## config.mk

```make
export PLATFORM = sky130hd
export DESIGN_NAME = load_sequencer
export DESIGN_NICKNAME = d
export VERILOG_FILES = /design/src/rtl/load_sequencer.sv
export SDC_FILE = /design/constraint.sdc
export NUM_CORES = 1
export LEC_CHECK = 0
export CAP_MARGIN = 20
export CORE_MARGIN = 1.5
export CORE_UTILIZATION = 52
export DETAILED_ROUTE_END_ITERATION = 6
export PLACE_DENSITY = 0.83
export SLEW_MARGIN = 20
export SYNTH_ARGS = -nofsm -noshare
export SYNTH_HDL_FRONTEND = slang
export SYNTH_SLANG_ARGS = --single-unit
```

## constraint.sdc

```tcl
create_clock -name clk -period 6.7 [get_ports clk]
set_clock_uncertainty 0.05 [all_clocks]
set_input_delay 1.34 -clock clk [delete_from_list [all_inputs] [get_ports clk]]
set_output_delay 1.34 -clock clk [all_outputs]
set_load 0.005 [all_outputs]
```

## src/rtl/load_sequencer.sv

```systemverilog
// load_sequencer: pops a 4-deep entry FIFO into up to four one-hot slots with timed load strobes, then issues a go strobe.
// Define LOAD_SEQ_AUTOGO_EN to go straight from the last gap to GO instead of waiting for the go input.
module load_sequencer #(
    parameter int STROBE_CYC = 5,
    parameter int GAP_CYC    = 10
) (
    input  logic       clk,
    input  logic       reset,
    input  logic       wr_en,
    input  logic [3:0] wr_data,
    input  logic       start,
    input  logic       go,
    output logic [3:0] partA,
    output logic [3:0] partB,
    output logic       partC,
    output logic       partD,
    output logic       busy,
    output logic       ovf
);
    typedef enum logic [2:0] {IDLE, SETUP, STROBE, GAP, WAIT_GO, GO} state_t;
`ifdef LOAD_SEQ_AUTOGO_EN
    localparam state_t END_ST = GO;
`else
    localparam state_t END_ST = WAIT_GO;
`endif
    state_t     r_state, w_next;
    logic [3:0] r_mem [4];
    logic [1:0] r_rd, r_wr, r_slot, w_ld_slot;
    logic [2:0] r_count;
    logic [3:0] r_tmr;
    logic       w_pop, w_push, w_tdone, w_more;

    always_comb begin
        w_tdone   = r_tmr == 4'd0;
        w_more    = r_count != 3'd0 && r_slot != 2'd3;
        w_next    = r_state;
        case (r_state)
            IDLE:    w_next = (start && r_count != 3'd0) ? SETUP : IDLE;
            SETUP:   w_next = STROBE;
            STROBE:  w_next = w_tdone ? GAP : STROBE;
            GAP:     w_next = w_tdone ? (w_more ? SETUP : END_ST) : GAP;
            WAIT_GO: w_next = go ? GO : WAIT_GO;
            GO:      w_next = w_tdone ? IDLE : GO;
            default: w_next = IDLE;
        endcase
        w_pop     = w_next == SETUP;
        w_push    = wr_en && (r_count != 3'd4 || w_pop);
        w_ld_slot = (r_state == IDLE) ? 2'd0 : r_slot + 2'd1;
    end

    always_ff @(posedge clk) begin
        if (w_push) r_mem[r_wr] <= wr_data;
    end

    always_ff @(posedge clk or posedge reset) begin
        if (reset) begin
            r_state <= IDLE;
            r_rd    <= 2'd0;
            r_wr    <= 2'd0;
            r_count <= 3'd0;
            r_slot  <= 2'd0;
            r_tmr   <= 4'd0;
            partA   <= 4'd0;
            partB   <= 4'd0;
            partC   <= 1'b0;
            partD   <= 1'b0;
            busy    <= 1'b0;
            ovf     <= 1'b0;
        end else begin
            r_state <= w_next;
            r_rd    <= r_rd + {1'b0, w_pop};
            r_wr    <= r_wr + {1'b0, w_push};
            r_count <= r_count + {2'b0, w_push} - {2'b0, w_pop};
            ovf     <= ovf | (wr_en && r_count == 3'd4 && !w_pop);
            // Each state entry reloads the timer; it only matters in STROBE, GAP and GO.
            if (w_next != r_state)
                r_tmr <= (w_next == GAP) ? 4'(GAP_CYC - 1) : 4'(STROBE_CYC - 1);
            else if (!w_tdone)
                r_tmr <= r_tmr - 4'd1;
            if (w_pop) begin
                partA  <= 4'b0001 << w_ld_slot;
                partB  <= r_mem[r_rd];
                r_slot <= w_ld_slot;
            end else if (w_next == WAIT_GO || w_next == GO || w_next == IDLE) begin
                partA <= 4'd0;
                partB <= 4'd0;
            end
            partC <= w_next == STROBE;
            partD <= w_next == GO;
            busy  <= w_next != IDLE;
        end
    end
endmodule

```

==> out/metrics.yaml <==
post_synth_most_frequent_cells: "dfrtp_1, edfxtp_1, inv_1"
worst_supply_voltage_drop_on_vdd_mv: 0.1883
ant_nets: 0
hold_path_end: "partA[2]"
power.sequential.total_mw: 0.478
post-route-worst-setup-slack_ns: 2.994
num-clock-buffers: 6
seq_power_share: 0.466
leakagePower_nw: 0.9080
syn2layout_area_growth_pct: 16.12
place.detailed.instances: 216
tritoncts: "done"
met3_routed_length_um: 222
drc: 0
grt_antenna_before_repair: 0
clockRootBuffer: "clkbuf_8"
floorplan.die.height_um: 64.93
sw_power_mw: 0.3705
reg2reg_slack_ns: 3.48
finalSetupViolations: 0
synthDominantCellAreaShare: 0.3513
maxSlewViolCount: 0
warning_total_across_the_stage_logs: 26
route.detailed.wl_per_inst_um: 15.83
run_status: "complete, no violations"
via_per_inst: 5.786
cp_data_arrival_time_ns: 3.88
clock.fmax_mhz: 269.8
largest_class: "sequential cells"
min_path_type: "register to register"
reg2regPathDepth: 12
synthDominantAreaCellType: "dfrtp_1"
floorplan_row_count: 22
timing.hold.worst_path_depth: 1
top_cells_by_area: "dfrtp_1, edfxtp_1, mux4_2"
number_of_fill_cells_in_the_layout: 274
post_synth_instance_area_sq_um: 1994
post-layout-total-power_mw: 1.026
final_nets: 191
place_ws_ns: 2.697
-- sequential cells by signal (all words and copies together), names as in the netlist --
name	flops
r_count	3
r_mem	16
r_wr	2
r_slot	2
ovf	1
partA	4
partC	1
r_state	3
partD	1
r_tmr	4
r_rd	2
busy	1
partB	4
-- cell families (layout without fill, tap and decap cells) --
kind of cell               count (synthesis)  count (layout)  share of synthesized area
DFF                                       44              44                     0.5922
and+or+nand+nor                           40              40                     0.1223
AOI/OAI and AO/OA                         33              33                     0.1211
buffers and inverters                     17              40                    0.03450
adders and majority gates                  7               7                    0.04768
xor gates and xnor gates                   6               6                    0.02635
muxes                                      6               6                    0.05584
==> images/final_placement.png <==
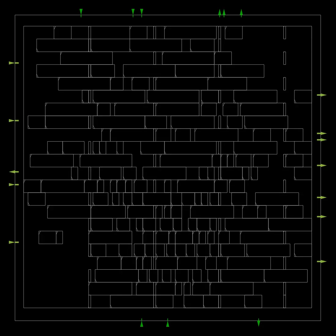
Seq/total area: 0.5100
number of cells in the finished layout apart from fillers: 224
Core Util, Final: 0.6326
flop count: 44
Floorplan Core Area: 3661 sq um

==> images/density.png <==
Scale: 6 px per um. 6 x 6 tiles, from dark blue (low) to red (high), 0 to 100% covered.
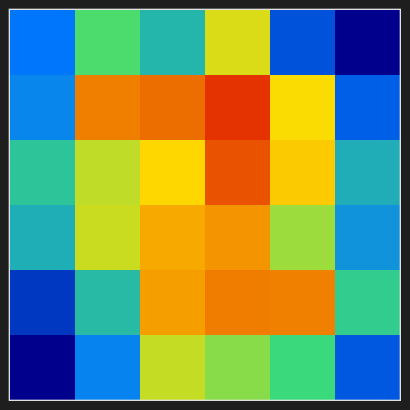
31% of the tiles are over 75% full. The fullest tile reaches 94%. The densest ninth of the die: center.
Core Util at FP: 0.5448

